## config.mk

```make
export PLATFORM = sky130hd
export DESIGN_NAME = seq_chunk_adder
export DESIGN_NICKNAME = d
export VERILOG_FILES = /design/src/rtl/seq_chunk_adder_pkg.sv /design/src/rtl/seq_chunk_adder_chunk.sv /design/src/rtl/seq_chunk_adder.sv
export SDC_FILE = /design/constraint.sdc
export NUM_CORES = 1
export LEC_CHECK = 0
export CAP_MARGIN = 10
export CORE_ASPECT_RATIO = 2
export CORE_MARGIN = 2
export CORE_UTILIZATION = 54
export DETAILED_ROUTE_END_ITERATION = 8
export GPL_ROUTABILITY_DRIVEN = 1
export MAX_ROUTING_LAYER = met4
export PLACE_DENSITY_LB_ADDON = 0.15
export SLEW_MARGIN = 5
export SYNTH_ARGS = -nofsm -noshare
export SYNTH_HDL_FRONTEND = slang
export SYNTH_SLANG_ARGS = --single-unit
```

## constraint.sdc

```tcl
create_clock -name clk -period 7.1 [get_ports clk]
set_input_delay 1.42 -clock clk [delete_from_list [all_inputs] [get_ports clk]]
set_output_delay 1.42 -clock clk [all_outputs]
set_load 0.005 [all_outputs]
```

## src/rtl/seq_chunk_adder_pkg.sv

```systemverilog
// Shared types and sizing helpers for the chunked adder/subtractor.
package seq_chunk_adder_pkg;

   typedef enum logic [1:0] {
      IDLE = 2'd0,
      RUN  = 2'd1,
      DONE = 2'd2
   } state_e;

   // Width of the slice index; kept at least one bit so a single-chunk
   // configuration still has a legal counter.
   function automatic int unsigned idx_width(input int unsigned nchunk);
      return (nchunk > 1) ? $clog2(nchunk) : 1;
   endfunction

endpackage

```

## src/rtl/seq_chunk_adder_chunk.sv

```systemverilog
// Combinational CHUNK-bit adder slice with carry out and carry into its MSB.
module chunk_adder
   import seq_chunk_adder_pkg::*;
#(
   parameter int unsigned CHUNK = 4
) (
   output logic [CHUNK-1:0] s,
   output logic             cout,
   output logic             cmsb,
   input  logic [CHUNK-1:0] x,
   input  logic [CHUNK-1:0] y,
   input  logic             cin
);

   // Sum the slice; the carry into the MSB is recovered from the MSB sum bit
   // so that CHUNK=1 needs no special case.
   always_comb begin
      {cout, s} = {1'b0, x} + {1'b0, y} + {{CHUNK{1'b0}}, cin};
      cmsb      = s[CHUNK-1] ^ x[CHUNK-1] ^ y[CHUNK-1];
   end

endmodule

```

## src/rtl/seq_chunk_adder.sv

```systemverilog
// Multi-cycle N-bit adder/subtractor: one CHUNK-bit slice per clock with a
// carry register between slices and valid/ready handshakes on both sides.
module seq_chunk_adder
   import seq_chunk_adder_pkg::*;
#(
   parameter int unsigned WIDTH = 16,
   parameter int unsigned CHUNK = 4
) (
   input  logic             clk,
   input  logic             rst_n,
   input  logic             in_valid,
   output logic             in_ready,
   input  logic [WIDTH-1:0] a,
   input  logic [WIDTH-1:0] b,
   input  logic             carry_in,
   input  logic             sub,
   output logic             out_valid,
   input  logic             out_ready,
   output logic [WIDTH-1:0] sum,
   output logic             carry_out,
   output logic             overflow
);

   localparam int unsigned NCHUNK = WIDTH / CHUNK;
   localparam int unsigned IW     = idx_width(NCHUNK);
   localparam logic [IW-1:0] LAST_IDX = IW'(NCHUNK - 1);

   state_e           state_q, state_d;
   logic [WIDTH-1:0] a_q, a_d;
   logic [WIDTH-1:0] b_q, b_d;
   logic [WIDTH-1:0] sum_q, sum_d;
   logic             carry_q, carry_d;
   logic [IW-1:0]    idx_q, idx_d;
   logic             cout_q, cout_d;
   logic             ovf_q, ovf_d;

   logic [CHUNK-1:0] x_slice, y_slice, s_slice;
   logic             c_slice, cmsb_slice;

   // Select the operand slice addressed by the current index.
   always_comb begin
      x_slice = a_q[idx_q*CHUNK +: CHUNK];
      y_slice = b_q[idx_q*CHUNK +: CHUNK];
   end

   chunk_adder #(.CHUNK(CHUNK)) u_chunk (
      .s    (s_slice),
      .cout (c_slice),
      .cmsb (cmsb_slice),
      .x    (x_slice),
      .y    (y_slice),
      .cin  (carry_q)
   );

   // Next-state, datapath updates and handshake outputs.
   always_comb begin
      state_d   = state_q;
      a_d       = a_q;
      b_d       = b_q;
      sum_d     = sum_q;
      carry_d   = carry_q;
      idx_d     = idx_q;
      cout_d    = cout_q;
      ovf_d     = ovf_q;
      in_ready  = (state_q == IDLE);
      out_valid = (state_q == DONE);

      case (state_q)
         IDLE: begin
            if (in_valid) begin
               // Subtraction is a + ~b + ~borrow, so both are inverted here.
               a_d     = a;
               b_d     = sub ? ~b : b;
               carry_d = sub ? ~carry_in : carry_in;
               idx_d   = '0;
               state_d = RUN;
            end
         end
         RUN: begin
            sum_d[idx_q*CHUNK +: CHUNK] = s_slice;
            carry_d = c_slice;
            idx_d   = idx_q + IW'(1);
            if (idx_q == LAST_IDX) begin
               cout_d  = c_slice;
               ovf_d   = cmsb_slice ^ c_slice;
               state_d = DONE;
            end
         end
         DONE: begin
            if (out_ready) begin
               state_d = IDLE;
            end
         end
         default: state_d = IDLE;
      endcase
   end

   // State and datapath registers with synchronous active-low reset.
   always_ff @(posedge clk) begin
      if (!rst_n) begin
         state_q <= IDLE;
         a_q     <= '0;
         b_q     <= '0;
         sum_q   <= '0;
         carry_q <= 1'b0;
         idx_q   <= '0;
         cout_q  <= 1'b0;
         ovf_q   <= 1'b0;
      end else begin
         state_q <= state_d;
         a_q     <= a_d;
         b_q     <= b_d;
         sum_q   <= sum_d;
         carry_q <= carry_d;
         idx_q   <= idx_d;
         cout_q  <= cout_d;
         ovf_q   <= ovf_d;
      end
   end

   assign sum       = sum_q;
   assign carry_out = cout_q;
   assign overflow  = ovf_q;

endmodule

```

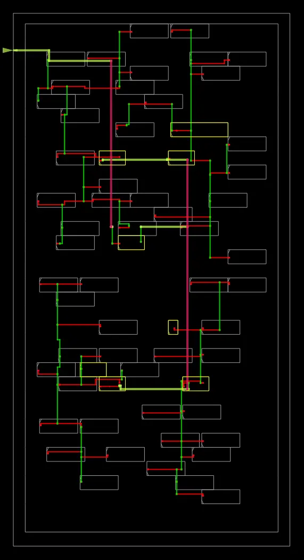
Fig. 1. Clock routing (run 1).
P_clk: 215 µW
Insertion Delay late pin: 0.31 ns
flop count: 55
CLK BUF: 6

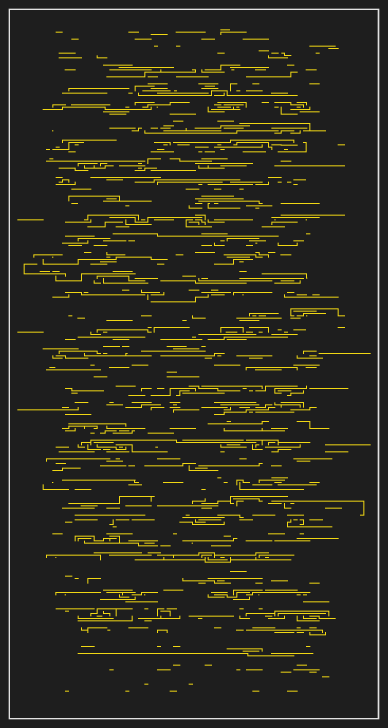
Fig. 2. The metal 1 layer (run 1).
nets with wire on the layer = 313
main direction = horizontal
wire length on this layer = 2,270 µm
longest straight run = 24.6 µm
share of all routed wire = 42%

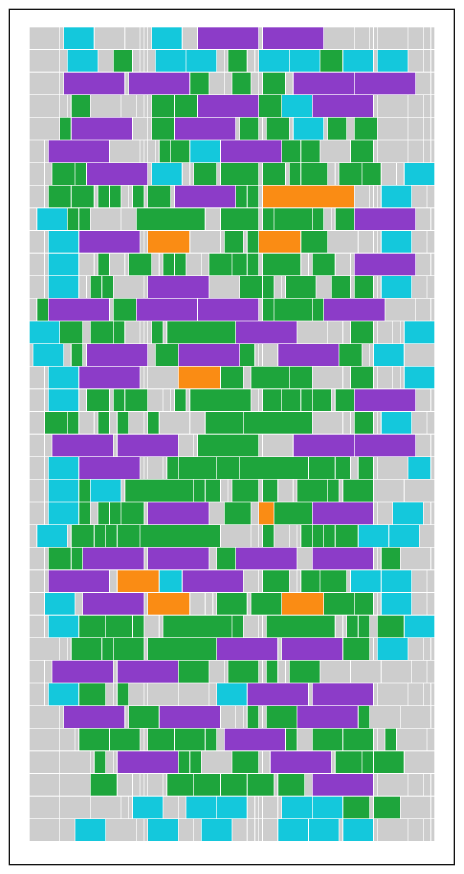
Fig. 3. Placed cells, one colour a class (run 1).
Fill, decap, tap and diode cells in grey.
purple -> sequential cells  # cells 55
green -> combinational and other logic  # cells 194
cyan -> remaining buffers and delay cells  # cells 59
orange -> clock drivers and dummy loads  # cells 8

==> run_results.csv, run 1 <==
group,metric,value,unit
outcome,status,"finished, final reports clean",
clock_network,cts_buffer_depth,2,
drt,wl_per_cell,14.64,µm
flow_run,log.warning_count,31,
placement,gp_congestion,0.8867,
synth,netlist_area,2629,µm²
synth,synth_cells,266,
drt,met2_length,2852,µm
worst_setup_path,rr_endpoint,"overflow",
sta,period_used_share,0.4807,
synth,synthArstFlopShare,0,
cells_and_area,nets,364,
floorplan,die_h,102.7,µm
clock_network,cts_tree,"done",
drt,via_per_inst,5.501,
worst_setup_path,slowest_stage,"dfxtp_1",
cells_and_area,drive_gt1_frac,0.05380,
worst_setup_path,crit_buf_inv,0,
synth,ys_cells,266,
sta,grt_setup_unrepaired,"false",
placement,place_area,3214,µm²
sta,fmax,293.0,MHz
floorplan,ioPinCount,58,
sta,slew_headroom,0.3917,
cells_and_area,regArea,1101,µm²
synth,synth_warnings,0,
worst_setup_path,critPathMaxFanout,16,
power_and_ir_drop,leakage,1.385,nW
worst_setup_path,r2r_setup_slack,3.69,ns
worst_setup_path,start_kind,"register",
worst_setup_path,r2r_start,"idx_q[0]",
synth,edf_count,0,
cells_and_area,lay_top_cells,"nand2_1 (58), clkdlybuf4s50_1 (57), dfxtp_1 (55)",
grt,grtUsageMet3,0.03478,
worst_setup_path,startpoint,"idx_q[0]",
synth,ys_sh_xor,0.07520,
grt,use_met2,0.3732,
cells_and_area,fin_cells,373,
floorplan,rows,36,
sta,finalSetupViolCount,0,
drt,wirelength,5461,µm
cells_and_area,final-comb-area,1449,µm²
synth,top_area_frac,0.4188,
grt,grt_pass1_vias,1976,
clock_network,cts_setup_buffers,0,
min_path,hp-class,"reg2reg",
worst_setup_path,cp.required,7.35,ns
clock_network,htree_levels,2,
worst_setup_path,cp-endpoint,"overflow",
run 1: worst min-delay path: stages, from the launching register on:
cell and delay [ns]:
dfxtp_1 0.32, nand2_1 0.05, a21boi_0 0.06
run 1: state kept, by name, indices dropped and copies added (netlist names):
register and flops:
overflow 1, sum 16, carry_q 1, state_q 2
carry_out 1, a_q 16, idx_q 2, b_q 16
run 1: layout make-up:
type / count / area share
clock buffer: 6 / 0.02478
sequential: 55 / 0.3305
timing repair buffer: 59 / 0.1757
tap: 57 / 0.02140
inverter: 2 / 0.002253
multi-input combinational: 192 / 0.4348
clock inverter: 2 / 0.01051
run 1: where the power goes:
group          switching [mW]  leakage, nW  internal, mW
sequential             0.0135        0.450         0.325
combinational          0.0564        0.874        0.0657
clock                   0.101       0.0612         0.114
total                   0.171         1.38         0.505
Fig. 4: run 1, routed metal per tile
Bar = 20 µm. The die is cut into 11 by 21 equal tiles; dark blue is low, red is high, scaled to the fullest tile. Values are wire area over tile area, all layers added.
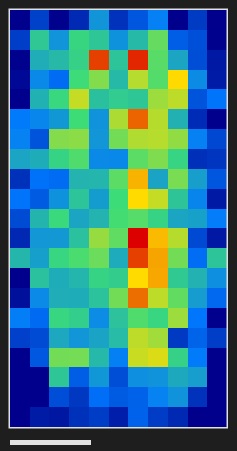

==> run 2, diff against run 1 <==
- CORE_UTILIZATION: 54 -> 45
- clock period: 7.1 -> 2.95 ns (I/O delays scaled with it)
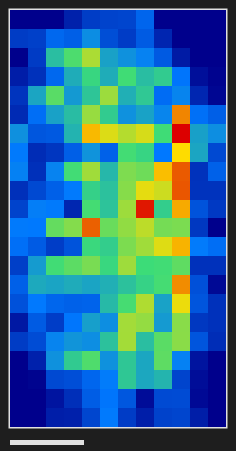
Fig. 5. Routed metal per tile (run 2).
Bar = 20 µm. The die is cut into 12 by 22 equal tiles; dark blue is low, red is high, scaled to the fullest tile. Values are wire area over tile area, all layers added.
fullest tile = 0.44
tiles over half the peak = 23%
emptiest ninth of the die = south-west
nearly empty tiles = 11%
densest ninth of the die = centre

==> run 2 against run 1 <==
  * Die size up 19%
  * Critical path depth unchanged
  * Global-route usage down 3.6 points
  * Non-clock buffer count up 8
  * Synthesized cell count unchanged
  * Core utilization down 9.6 points
  * Critical endpoint unchanged
  * Sequential power up 140%
  * Highest routed layer unchanged
  * Register-to-register slack worse by 3.5 ns
  * Power up 150%
==> run_results.csv, run 2 <==
group,metric,value,unit
sta,period_used_share,0.9493,
synth,netlist_area,2629,µm²
cells_and_area,dominant_cells,"multi-input combinational cells",
placement,place_area,3279,µm²
cells_and_area,seq_share,0.3233,
grt,grtUsageMet3,0.02765,
worst_setup_path,crit_buf_inv,0,
sta,slew_headroom,0.5403,
floorplan,ioPinCount,58,
power_and_ir_drop,p_switching,412.0,µW
worst_setup_path,start_kind,"register",
cells_and_area,regArea,1102,µm²
synth,synth_warnings,0,
cells_and_area,nonClkBufAreaFrac,0.1894,
clock_network,htree_levels,2,
placement,gp_congestion,0.8184,
worst_setup_path,r2r_setup_slack,0.15,ns
power_and_ir_drop,swShare,0.2461,
power_and_ir_drop,comb_cell_power,321,µW
clock_network,insertion_delay,0.28,ns
floorplan,rows,39,
cells_and_area,buffers_excl_clock,67,
outcome,status,"finished, final reports clean",
cells_and_area,nets,372,
cells_and_area,ff_count,55,
power_and_ir_drop,leakage,1.427,nW
min_path,hp-class,"reg2reg",
==> run 2: cell counts after synthesis <==
No cell type changed its count.
==> run 2: path summary, 6_finish.rpt <==
| path | from | to | cells past startpoint |
|---|---|---|---|
| max reg2reg | idx_q[0] | overflow | 8 |
| min reg2reg | a_q[7] | a_q[7] | 2 |
| max | idx_q[0] | overflow | 8 |
| min | a_q[7] | a_q[7] | 2 |
==> run 2: cells by family (layout without fill, tap and decap cells) <==
group	Yosys count	in the layout	share of synthesized area
AND/OR/NAND/NOR	91	91	0.1599
XOR/XNOR	21	21	0.07520
multiplexers	9	9	0.07378
adder cells (fa/ha/maj)	11	11	0.05807
flip-flops	55	55	0.4188
AND-OR/OR-AND	60	60	0.1842
buffers and inverters	19	75	0.02999
Power is estimated from default activity; no workload was simulated.
